**src/rtl/usb_pkg.sv**
```systemverilog
// Shared USB definitions: controller request codes, status codes, PID bytes and CRC16 constants.
// Imported by both the TX framer and the RX side.
package usb_pkg;

  localparam logic [1:0] TX_IDLE   = 2'b00;
  localparam logic [1:0] SEND_DATA = 2'b01;
  localparam logic [1:0] SEND_ACK  = 2'b10;
  localparam logic [1:0] SEND_NACK = 2'b11;

  localparam logic TX_STATUS_IDLE   = 1'b0;
  localparam logic FINISHED_SENDING = 1'b1;

  localparam logic [7:0] SYNC_BYTE = 8'h80;
  localparam logic [7:0] PID_ACK   = 8'hD2;
  localparam logic [7:0] PID_NACK  = 8'h5A;
  localparam logic [7:0] PID_DATA0 = 8'hC3;
  localparam logic [7:0] PID_DATA1 = 8'h4B;

  localparam logic [15:0] CRC16_INIT = 16'hFFFF;
  localparam logic [15:0] CRC16_POLY = 16'hA001;

  function automatic logic [7:0] pid_byte(input logic [1:0] pkt, input logic toggle);
    logic [7:0] pid;
    unique case (pkt)
      SEND_ACK:  pid = PID_ACK;
      SEND_NACK: pid = PID_NACK;
      default:   pid = toggle ? PID_DATA1 : PID_DATA0;
    endcase
    return pid;
  endfunction

endpackage

```
**src/rtl/usb_crc16_byte.sv**
```systemverilog
// Combinational CRC16 step over one byte, bits consumed LSB first (reflected polynomial).
module usb_crc16_byte
  import usb_pkg::*;
(
  input  logic [15:0] crc_in,
  input  logic [7:0]  data_in,
  output logic [15:0] crc_out
);

  always_comb begin
    logic [15:0] c;
    c = crc_in;
    for (int i = 0; i < 8; i++) begin
      if (data_in[i] ^ c[0]) begin
        c = (c >> 1) ^ CRC16_POLY;
      end else begin
        c = c >> 1;
      end
    end
    crc_out = c;
  end

endmodule

```
**src/rtl/usb_tx_packet_framer.sv**
```systemverilog
// Builds SYNC/PID/payload/CRC16/EOP for each controller request and streams the bytes to the
// bit serializer over valid/ready; pulses tx_status when the packet has fully gone out.
module usb_tx_packet_framer
  import usb_pkg::*;
#(
  parameter int unsigned MAX_PACKET_BYTES = 64,
  parameter int unsigned OCC_WIDTH        = 7
) (
  input  logic                 clk,
  input  logic                 n_rst,
  input  logic [1:0]           tx_packet,
  input  logic [OCC_WIDTH-1:0] buffer_occupancy,
  input  logic [7:0]           tx_packet_data,
  output logic                 get_tx_packet_data,
  output logic [7:0]           tx_byte,
  output logic                 tx_byte_valid,
  input  logic                 tx_byte_ready,
  output logic                 tx_eop,
  input  logic                 tx_eop_done,
  output logic                 tx_status
);

  localparam int unsigned CntW = $clog2(MAX_PACKET_BYTES + 1);

  typedef enum logic [3:0] {
    StIdle, StSync, StPid, StFetch, StWaitData, StData, StCrcLo, StCrcHi, StEop, StDone
  } state_e;

  state_e          state_q, state_d;
  logic [1:0]      pkt_q, pkt_d;
  logic [CntW-1:0] cnt_q, cnt_d;
  logic            toggle_q, toggle_d;
  logic [15:0]     crc_q, crc_d;
  logic [7:0]      byte_q, byte_d;
  logic            valid_q, valid_d;
  logic            eop_q, eop_d;
  logic            get_q, get_d;
  logic            status_q, status_d;
  logic [15:0]     crc_upd;
  logic            hs;
  logic            is_data;

  usb_crc16_byte u_crc (
    .crc_in  (crc_q),
    .data_in (byte_q),
    .crc_out (crc_upd)
  );

  assign hs      = valid_q & tx_byte_ready;
  assign is_data = (pkt_q == SEND_DATA);

  always_comb begin
    state_d  = state_q;
    pkt_d    = pkt_q;
    cnt_d    = cnt_q;
    toggle_d = toggle_q;
    crc_d    = crc_q;
    byte_d   = byte_q;
    valid_d  = valid_q;
    eop_d    = eop_q;
    get_d    = 1'b0;
    status_d = 1'b0;
    unique case (state_q)
      StIdle: begin
        if (tx_packet != TX_IDLE) begin
          pkt_d   = tx_packet;
          cnt_d   = (32'(buffer_occupancy) > MAX_PACKET_BYTES) ? CntW'(MAX_PACKET_BYTES)
                                                               : CntW'(buffer_occupancy);
          byte_d  = SYNC_BYTE;
          valid_d = 1'b1;
          state_d = StSync;
        end
      end
      StSync: begin
        if (hs) begin
          byte_d  = pid_byte(pkt_q, toggle_q);
          state_d = StPid;
        end
      end
      StPid: begin
        if (hs) begin
          if (!is_data) begin
            valid_d = 1'b0;
            eop_d   = 1'b1;
            state_d = StEop;
          end else begin
            crc_d = CRC16_INIT;
            if (cnt_q == '0) begin
              byte_d  = ~CRC16_INIT[7:0];
              state_d = StCrcLo;
            end else begin
              valid_d = 1'b0;
              get_d   = 1'b1;
              state_d = StFetch;
            end
          end
        end
      end
      StFetch: state_d = StWaitData;
      StWaitData: begin
        byte_d  = tx_packet_data;
        valid_d = 1'b1;
        state_d = StData;
      end
      StData: begin
        if (hs) begin
          crc_d = crc_upd;
          cnt_d = cnt_q - CntW'(1);
          if (cnt_q == CntW'(1)) begin
            byte_d  = ~crc_upd[7:0];
            state_d = StCrcLo;
          end else begin
            valid_d = 1'b0;
            get_d   = 1'b1;
            state_d = StFetch;
          end
        end
      end
      StCrcLo: begin
        if (hs) begin
          byte_d  = ~crc_q[15:8];
          state_d = StCrcHi;
        end
      end
      StCrcHi: begin
        if (hs) begin
          valid_d = 1'b0;
          eop_d   = 1'b1;
          state_d = StEop;
        end
      end
      StEop: begin
        if (tx_eop_done) begin
          eop_d    = 1'b0;
          status_d = FINISHED_SENDING;
          state_d  = StDone;
        end
      end
      StDone: begin
        if (is_data) begin
          toggle_d = ~toggle_q;
        end
        state_d = StIdle;
      end
      default: state_d = StIdle;
    endcase
  end

  always_ff @(posedge clk or negedge n_rst) begin
    if (!n_rst) begin
      state_q  <= StIdle;
      pkt_q    <= TX_IDLE;
      cnt_q    <= '0;
      toggle_q <= 1'b0;
      crc_q    <= CRC16_INIT;
      byte_q   <= 8'h00;
      valid_q  <= 1'b0;
      eop_q    <= 1'b0;
      get_q    <= 1'b0;
      status_q <= TX_STATUS_IDLE;
    end else begin
      state_q  <= state_d;
      pkt_q    <= pkt_d;
      cnt_q    <= cnt_d;
      toggle_q <= toggle_d;
      crc_q    <= crc_d;
      byte_q   <= byte_d;
      valid_q  <= valid_d;
      eop_q    <= eop_d;
      get_q    <= get_d;
      status_q <= status_d;
    end
  end

  assign tx_byte            = byte_q;
  assign tx_byte_valid      = valid_q;
  assign tx_eop             = eop_q;
  assign get_tx_packet_data = get_q;
  assign tx_status          = status_q;

endmodule

```
**config.mk**
```make
export PLATFORM = sky130hd
export DESIGN_NAME = usb_tx_packet_framer
export DESIGN_NICKNAME = d
export VERILOG_FILES = /design/src/rtl/usb_pkg.sv /design/src/rtl/usb_crc16_byte.sv /design/src/rtl/usb_tx_packet_framer.sv
export SDC_FILE = /design/constraint.sdc
export NUM_CORES = 1
export LEC_CHECK = 0
export CORE_ASPECT_RATIO = 0.8
export CORE_MARGIN = 10
export CORE_UTILIZATION = 50
export CTS_CLUSTER_DIAMETER = 30
export DETAILED_ROUTE_END_ITERATION = 6
export HOLD_SLACK_MARGIN = 0.02
export PLACE_DENSITY_LB_ADDON = 0.05
export RECOVER_POWER = 100
export SLEW_MARGIN = 40
export SYNTH_ARGS = -nofsm -noshare
export SYNTH_HDL_FRONTEND = slang
export SYNTH_SLANG_ARGS = --single-unit
```
**constraint.sdc**
```tcl
create_clock -name clk -period 1.92 [get_ports clk]
set_clock_uncertainty 0.05 [all_clocks]
set_input_delay 0.288 -clock clk [delete_from_list [all_inputs] [get_ports clk]]
set_output_delay 0.288 -clock clk [all_outputs]
set_load 0.01 [all_outputs]
```
==> flow.log, run 1 <==
[report] extracting results
[metrics] number of buffers created by CTS: 5
[metrics] status: complete, but fails checks
[metrics] Reg2Reg Depth: 6
[metrics] stage-log warning count: 30
[metrics] worst hold margin: 427 ps
[metrics] via-per-instance ratio: 5.54
[metrics] area inside the core boundary: 4680 um2
[metrics] worst flop-to-flop path startpoint: crc_q[0]
[metrics] Critical Path End Type: flop
[metrics] maximum number of pins on one net before global-route repair: 43
[metrics] Req. time, crit path: 2060 ps
[metrics] Main synth FF type: sky130_fd_sc_hd__dfrtp_1
[metrics] time the final worst path needs with I/O delays and setup: 2150 ps
[metrics] fraction of final layout cells with drive strength greater than 1: 28.8%
[metrics] syn_nets: 290
[metrics] cell depth of the worst hold path: 1
[metrics] FMAX: 466 MHz
[metrics] failing checks: negative setup slack
[metrics] Final Max Tran Viols: 0
[metrics] final global-route overflow total: 0
[metrics] max incr delay on CP: 560 ps
[metrics] worst-case register-to-register setup slack: -230 ps
[metrics] launch point of the critical path: crc_q[0]
[metrics] average cell area after synthesis: 9.20 um2
[metrics] Final ANT Viol Nets: 0
[metrics] Num Clock Sinks: 42
[metrics] clk_lat worst skew: 300 ps
[metrics] cells in synth_stat.txt: 267
[metrics] placed wire-length estimate: 4.96 mm
[metrics] number of enable-type register cells in the synthesized netlist: 0
[metrics] post-synthesis cell type with the largest combined area: sky130_fd_sc_hd__dfrtp_1
[metrics] final setup violation count: 4
[metrics] total wire length: 6.74 mm
[metrics] smallest setup slack after layout: -225 ps
[metrics] clock root cell: sky130_fd_sc_hd__clkbuf_8
[metrics] Endpoint, Worst Hold: toggle_q
[metrics] Boundary Pins: 33
[metrics] count of max-cap constraint violations: 0
[metrics] Ant. Diodes: 0
## run 1: where the power goes
part           leakage (uW)  internal, uW  switching (uW)
combinational      0.000956          3120            2450
clock             0.0000575           363             311
sequential         0.000495          1400             342
total               0.00151          4880            3110
## run 1: metrics by stage
step	std cells	cell area (um2)
after floorplan	267	2460
after CTS	412	3410
after detailed placement	401	3240
final	414	3430
after global placement	401	3240
after global routing	414	3430
## run 1: worst max-delay path, delay by kind of cell (launching register included)
kind | cells | cell delay (ps)
AND-OR/OR-AND | 1 | 100
XOR/XNOR | 4 | 1050
flip-flops | 1 | 560
multiplexers | 1 | 270
## run 1: cells by family (layout without fill, tap and decap cells)
group | Yosys count | in the layout | synth area share (%)
XOR/XNOR | 24 | 24 | 10.4
AND/OR/NAND/NOR | 90 | 90 | 16.8
flip-flops | 42 | 42 | 43.6
adder cells (fa/ha/maj) | 2 | 2 | 1.02
buffers and inverters | 19 | 106 | 3.21
multiplexers | 14 | 14 | 6.16
AND-OR/OR-AND | 76 | 76 | 18.9
## run 1: layout by cell type, fill, tap and decap left out, types with 4 or more instances in the layout
cell / instances
sky130_fd_sc_hd__o21ai_0: 19
sky130_fd_sc_hd__o22a_1: 7
sky130_fd_sc_hd__clkdlybuf4s50_1: 20
sky130_fd_sc_hd__a31oi_1: 5
sky130_fd_sc_hd__nor3_1: 7
sky130_fd_sc_hd__nand2_1: 14
sky130_fd_sc_hd__buf_4: 48
sky130_fd_sc_hd__dlygate4sd3_1: 12
sky130_fd_sc_hd__xnor2_1: 15
sky130_fd_sc_hd__nor2_1: 43
sky130_fd_sc_hd__xnor2_2: 6
sky130_fd_sc_hd__dfstp_2: 16
sky130_fd_sc_hd__nor2b_1: 5
sky130_fd_sc_hd__clkbuf_8: 8
sky130_fd_sc_hd__a21oi_1: 26
sky130_fd_sc_hd__dfrtp_1: 26
sky130_fd_sc_hd__inv_1: 6
sky130_fd_sc_hd__clkbuf_1: 4
sky130_fd_sc_hd__mux2_2: 8
sky130_fd_sc_hd__mux2i_1: 5
sky130_fd_sc_hd__nand2b_1: 6
## run 1: what timing repair did
action                                  in CTS  in global routing
gates resized                                9                  6
endpoints found under the setup margin      10                 17
hold buffers                                 1                  0
pin swaps                                    8                  2
hold endpoints to repair                    22                  0
buffers inserted                             3                  2
## run 1: per-layer routing
metal	wire length (um)	share of wire (%)	up-vias	track usage, %
met2	2960	44	73	26.8
met1	3270	49	1101	23.7
met4	77	1.1	0	5.57
met3	428	6.4	8	3.90
met5	0	0	-	0
li1	-	-	1110	-
## run 1: final cells by class
cell class                      count  area (um2)
Timing Repair Buffer               92         773
Multi-Input combinational cell    206        1380
Clock buffer                        8         110
Tap cell                           60        75.1
Fill cell                         381        1250
Inverter                            6        22.5
Sequential cell                    42        1070
## run 1: flip-flops by register name (all words and copies together) (netlist names)
| register | count |
|---|---|
| toggle_q | 1 |
| tx_status | 1 |
| get_tx_packet_data | 1 |
| pkt_q | 2 |
| state_q | 4 |
| cnt_q | 7 |
| tx_eop | 1 |
| tx_byte | 8 |
| tx_byte_valid | 1 |
| crc_q | 16 |
### Metal layers overlaid, run 1

Two of the layers only.
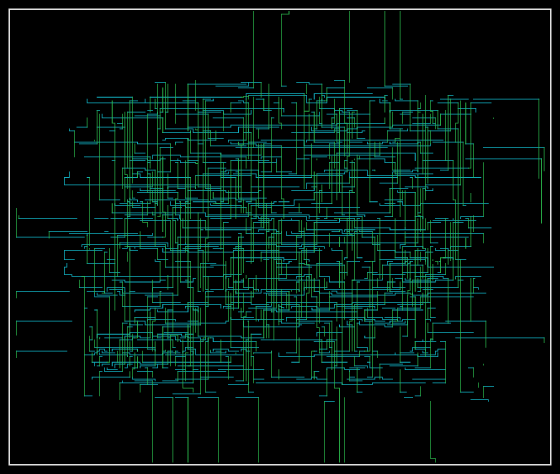
met2: shown in green, wire length 2960 um. met1: shown in cyan, wire length 3270 um.
routed length per instance: 16.3 um
via count of the routed design: 2292
aggregate global-route resource usage: 17.4%

### I/O pins on the die edge, run 1

Pins as bars across the die edge, other pins in grey.
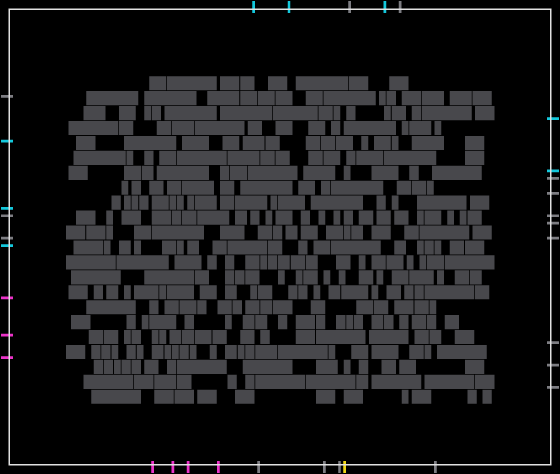
`tx_byte_ready`: shown in yellow, pins 1, direction input, edge bottom. `buffer_occupancy`: shown in magenta, pins 7, direction input, edge 4 bottom, 3 left. `tx_byte`: shown in cyan, pins 8, direction output, edge 3 left, 3 top, 2 right.
All pins by edge: 10 right, 9 bottom, 9 left, 5 top.
count of buffers from port buffering: 32
vertical extent of the die: 82.7 um

### Gate-type map, run 1

The bar under the picture is 20 um long.
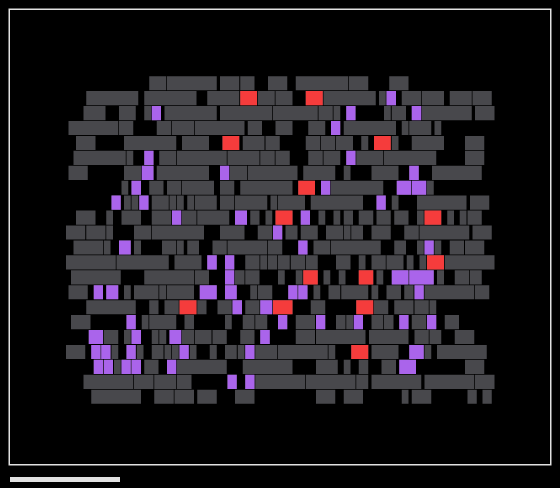
inverting AOI/OAI gates: shown in purple, cells 62, most used a21oi_1. AND-OR and OR-AND gates: shown in red, cells 14, most used o22a_1, where middle.

### Where the registers sit, run 1

The bar under the picture is 20 um long. Other sequential cells in the stronger grey, the rest of the logic in the fainter grey.
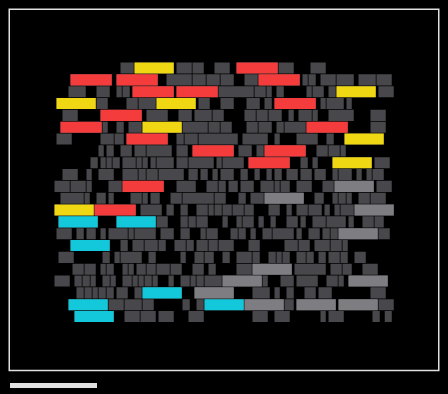
`crc_q`: shown in red, placed flops 16. `tx_byte`: shown in yellow, placed flops 8. `cnt_q`: shown in cyan, placed flops 7, where bottom left.
Another 11 sequential cells are not coloured.

==> run 2: changes to the inputs <==
CORE_UTILIZATION = 30   (was 50)
REMOVE_ABC_BUFFERS = 1   (was default)
### Metal layers overlaid, run 2

Two of the layers only.
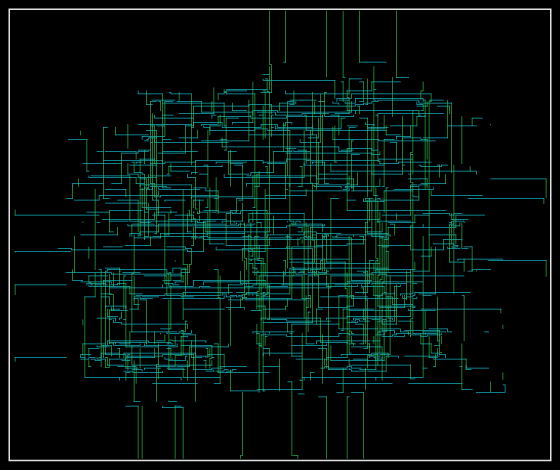
met1: shown in cyan, wire length 3880 um. met2: shown in green, wire length 3010 um.
routed length per instance: 15.8 um
aggregate global-route resource usage: 12.5%
via count of the routed design: 2224
total wire length: 7.31 mm

### The clock network, run 2

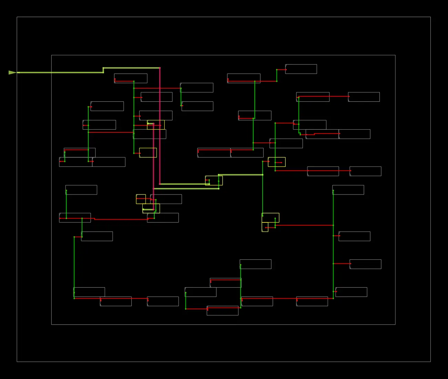
number of buffers created by CTS: 5
power dissipated in the clock network: 625 uW

==> run 2 against run 1 <==
The run still ends with negative setup slack left; final cell count grew 12%; synthesized cell count unchanged; combinational power grew 4.3%; area after synthesis unchanged; die size grew 50%; clock power decreased by 7.3%; critical path depth did not move; non-clock buffer count up 1; sequential cell count is the same; critical endpoint unchanged; design area increased by 1.6%; largest power group unchanged.
==> flow.log, run 2 <==
[report] extracting results
[metrics] worst-case register-to-register setup slack: -190 ps
[metrics] placed wire-length estimate: 5.53 mm
[metrics] worst hold margin: 427 ps
[metrics] FMAX: 473 MHz
[metrics] most instantiated logic cells after routing: 54 x sky130_fd_sc_hd__buf_4, 43 x sky130_fd_sc_hd__nor2_1, 26 x sky130_fd_sc_hd__dfrtp_1
[metrics] post-synthesis cell type with the largest combined area: sky130_fd_sc_hd__dfrtp_1
[metrics] status: complete, but fails checks
[metrics] Critical Path End Type: flop
[metrics] failing checks: negative setup slack
[metrics] cells in synth_stat.txt: 267
[metrics] summed area of non-filler cells in the final layout: 3480 um2
[metrics] final setup violation count: 9
[metrics] average cell area after synthesis: 9.20 um2
[metrics] Register Area: 1070 um2
[metrics] Reg2Reg Depth: 6
[metrics] area inside the core boundary: 7950 um2
[metrics] smallest setup slack after layout: -193 ps
[metrics] final global-route overflow total: 0
[metrics] Fillers: 779
[metrics] Boundary Pins: 33
[metrics] fraction of final layout cells with drive strength greater than 1: 30.4%
[metrics] Num Clock Sinks: 42
[metrics] count of buffers from port buffering: 32
[metrics] met3 layer wire length in the routed design: 313 um
[metrics] met2 wirelength from detailed routing: 3.01 mm
[metrics] stage-log warning count: 28
### Gate-type map, run 2

The bar under the picture is 20 um long.
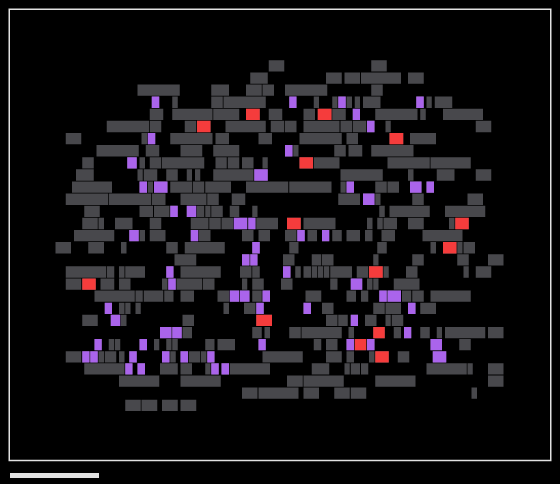
inverting AOI/OAI gates: shown in purple, cells 62, most used a21oi_1. AND-OR and OR-AND gates: shown in red, cells 14, most used o22a_1.

[run 2: area by class of cell]
class | count | area share, %
flip-flops and latches | 42 | 30.7
clock buffers | 6 | 2.37
inverters | 6 | 0.646
clock inverters | 2 | 0.359
multi-input cells | 206 | 39.7
well taps | 108 | 3.88
repair buffers | 93 | 22.3
[run 2: cell families (layout without fill, tap and decap cells)]
group           Yosys count  after routing  synth area share [%]
compound gates           76             76                  18.9
buf+inv                  19            107                  3.21
fa+ha+maj                 2              2                  1.02
flops                    42             42                  43.6
mux                      14             14                  6.16
xor+xnor                 24             24                  10.4
simple gates             90             90                  16.8
[run 2: timing repair]
item                                   CTS  global route
setup endpoints to repair               10            26
setup buffers                            2             7
hold buffers                             1             0
resized                                  7            12
endpoints found under the hold margin   15             0
pin swaps                                3             1
[run 2: worst min-delay path by stage]
stage	to	slack, ps	cells past startpoint
6_report	toggle_q	430	1
4_1_cts	tx_eop	430	2
2_1_floorplan	cnt_q[0]	-60	0
5_1_grt	toggle_q	450	1
3_3_place_gp	tx_eop	230	1
3_5_place_dp	tx_eop	220	1
[run 2: metrics by stage]
stage	utilization (%)	cells	power [uW]
floorplan	-	254	4630
global placement	41.0	445	6590
detailed placement	41.0	445	6610
CTS	42.9	456	7710
global route	43.9	463	8850
finish	43.9	463	8180
[run 2: power by group]
part,total [uW],switching (uW),internal [uW]
Combinational,5810,2620,3190
Sequential,1750,346,1400
Clock,625,335,290
[run 2: worst max-delay path, delay by kind of cell, from the launching register on]
family / cells / cell delay [ps]
flip-flops: 1 / 560
XOR/XNOR: 4 / 1020
AND-OR/OR-AND: 1 / 90
multiplexers: 1 / 260
[run 2: per-layer routing]
| metal | vias up | global-route usage (%) |
|---|---|---|
| met5 | - | 0 |
| met4 | 0 | 3.75 |
| met3 | 9 | 2.91 |
| met2 | 40 | 17.9 |
| met1 | 1065 | 18.2 |
| li1 | 1110 | - |
==> run 3: changes to the inputs <==
CORE_UTILIZATION = 47   (was 30)
REMOVE_ABC_BUFFERS = default   (was 1)
clock period = 1.7 ns   (was 1.92 ns; I/O delays follow)
### Where the registers sit, run 3

The bar under the picture is 20 um long. Other sequential cells in the stronger grey, the rest of the logic in the fainter grey.
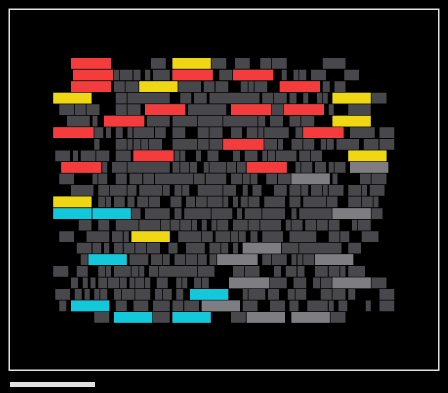
`cnt_q`: shown in cyan, placed flops 7, where bottom left. `crc_q`: shown in red, placed flops 16. `tx_byte`: shown in yellow, placed flops 8.
Another 11 sequential cells are not coloured.
Seq area share: 27.7%
Register Area: 1070 um2
fin util: 76.8%
Seq. pwr: 1980 uW

### The clock network, run 3

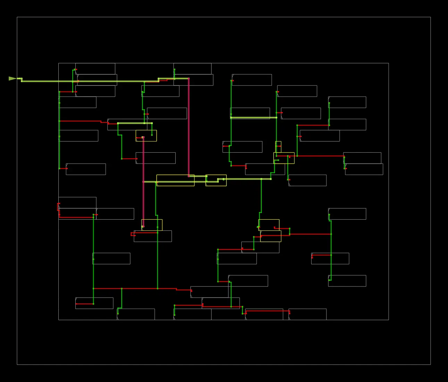
clock tree buffer count of the final layout: 8
count of sequential standard cells: 42
clk_lat worst skew: 290 ps
power dissipated in the clock network: 780 uW
Num Clock Sinks: 42

==> run 3 against run 2 <==
The run still ends with negative setup slack left; first-iteration DRC count increased by 61%; sequential share of layout area is 3.0 points lower; via count grew 9.0%; critical path type unchanged; worst setup slack worse by 280 ps; critical endpoint unchanged; critical path depth stayed put; clock power is 25% higher; fmax shrank 2.5%; die size is 30% lower; sequential cell count unchanged.
==> flow.log, run 3 <==
[report] extracting results
[metrics] status: complete, but fails checks
[metrics] failing checks: negative setup slack
[metrics] via-per-instance ratio: 5.55
[metrics] Critical Path End Type: flop
[metrics] aggregate global-route resource usage: 17.1%
[metrics] average cell area after synthesis: 9.20 um2
[metrics] area inside the core boundary: 5040 um2
[metrics] cells in synth_stat.txt: 267
[metrics] final setup violation count: 33
[metrics] vertical extent of the die: 84.7 um
[metrics] via count of the routed design: 2424
[metrics] count of buffers from port buffering: 32
[metrics] syn_nets: 290
[metrics] maximum number of pins on one net before global-route repair: 24
[metrics] launch point of the critical path: crc_q[4]
[metrics] Boundary Pins: 33
[metrics] number of buffers created by CTS: 5
[metrics] number of enable-type register cells in the synthesized netlist: 0
[metrics] FMAX: 461 MHz
[metrics] most instantiated logic cells after routing: 64 x sky130_fd_sc_hd__buf_4, 40 x sky130_fd_sc_hd__nor2_1, 25 x sky130_fd_sc_hd__clkdlybuf4s50_1
[metrics] sum of internal, switching and leakage power: 10900 uW
[metrics] part of the power in registers: 18.2%
[metrics] Ant. Diodes: 0
[metrics] time the final worst path needs with I/O delays and setup: 2170 ps
[metrics] Fillers: 335
[metrics] stage-log warning count: 30
[metrics] post-synthesis cell type with the largest combined area: sky130_fd_sc_hd__dfrtp_1
[metrics] Endpoint, Worst Hold: toggle_q
[metrics] fraction of final layout cells with drive strength greater than 1: 40.8%
[metrics] cell depth of the worst hold path: 1
[metrics] max FFs per register: 16
[metrics] smallest setup slack after layout: -469 ps
[metrics] total wire length: 7.74 mm
[metrics] max incr delay on CP: 550 ps
[metrics] worst hold margin: 430 ps
[metrics] Final Max Tran Viols: 0
[metrics] largest register by flop count: crc_q
[metrics] clock root cell: sky130_fd_sc_hd__clkbuf_8
[metrics] Net Sw Frac: 39.5%
### Gate-type map, run 3

The bar under the picture is 20 um long.
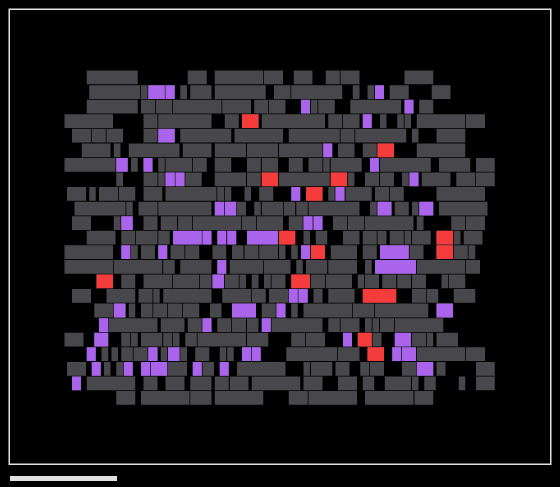
AND-OR and OR-AND gates: shown in red, cells 14, most used o22a_1. inverting AOI/OAI gates: shown in purple, cells 62, most used a21oi_1.
multi-input logic portion of the cell area: 40.8%
Non-Filler Instances: 437

run 3: cell counts after synthesis:
No cell type changed its count.
run 3: kinds of logic after synthesis:
family                   Yosys count  share of synthesized area [%]
buffers and inverters             19                           3.21
AND/OR/NAND/NOR                   90                           16.8
adder cells (fa/ha/maj)            2                           1.02
multiplexers                      14                           6.16
flip-flops                        42                           43.6
AND-OR/OR-AND                     76                           18.9
XOR/XNOR                          24                           10.4
run 3: layer usage:
layer	share of wire [%]	GRT usage (%)	up-vias
li1	-	-	1156
met1	45	23.6	1170
met2	46	25.6	89
met3	7.8	5.32	9
met4	1.1	3.85	0
met5	0	0	-
run 3: through the flow:
stage / setup TNS (ps) / setup WS, ps / area, um2 / std cells
after floorplan: -1000 / -365 / 2530 / 267
after global placement: -4220 / -349 / 3330 / 409
after detailed placement: -4940 / -415 / 3330 / 409
after CTS: -3110 / -399 / 3700 / 426
after global routing: -10210 / -515 / 3870 / 437
final: -5920 / -469 / 3870 / 437
run 3: what timing repair did:
item | CTS | global route
endpoints found under the hold margin | 15 | 0
gates cloned | 1 | 2
resized | 45 | 32
hold buffers | 1 | 0
pin swaps | 17 | 13
setup endpoints to repair | 25 | 40
buffers inserted | 8 | 12
run 3: layout make-up:
class / count / area [um2] / area share [%]
Tap cell: 62 / 77.6 / 2.01
Multi-Input combinational cell: 206 / 1580 / 40.8
Timing Repair Buffer: 113 / 1000 / 25.9
Inverter: 6 / 22.5 / 0.582
Sequential cell: 42 / 1070 / 27.7
Clock buffer: 8 / 111 / 2.88
run 3: worst max path at each step:
stage | to | slack [ps] | cells after the start
2_1_floorplan | tx_byte[0] | -360 | 6
5_1_grt | tx_byte[0] | -520 | 6
3_3_place_gp | tx_byte[0] | -350 | 6
6_report | tx_byte[0] | -470 | 6
4_1_cts | tx_byte[0] | -400 | 6
3_5_place_dp | tx_byte[0] | -420 | 6
run 3: power groups by stage:
stage / registers [uW] / clock network (uW) / logic, uW
3_5_place_dp: 1950 / 0 / 5960
2_1_floorplan: 1950 / 0 / 3700
4_1_cts: 1970 / 789 / 7090
5_1_grt: 2040 / 838 / 8760
6_report: 1980 / 780 / 8160
3_3_place_gp: 1950 / 0 / 5910
run 3: worst reg2reg max path, cell delays in order (launching register included):
cell	delay, ps
sky130_fd_sc_hd__dfstp_2	550
sky130_fd_sc_hd__xnor2_1	100
sky130_fd_sc_hd__xnor2_1	300
sky130_fd_sc_hd__xor3_2	460
sky130_fd_sc_hd__xnor2_2	200
sky130_fd_sc_hd__o22ai_1	110
sky130_fd_sc_hd__mux2_2	280
Power and IR drop assume default switching activity.
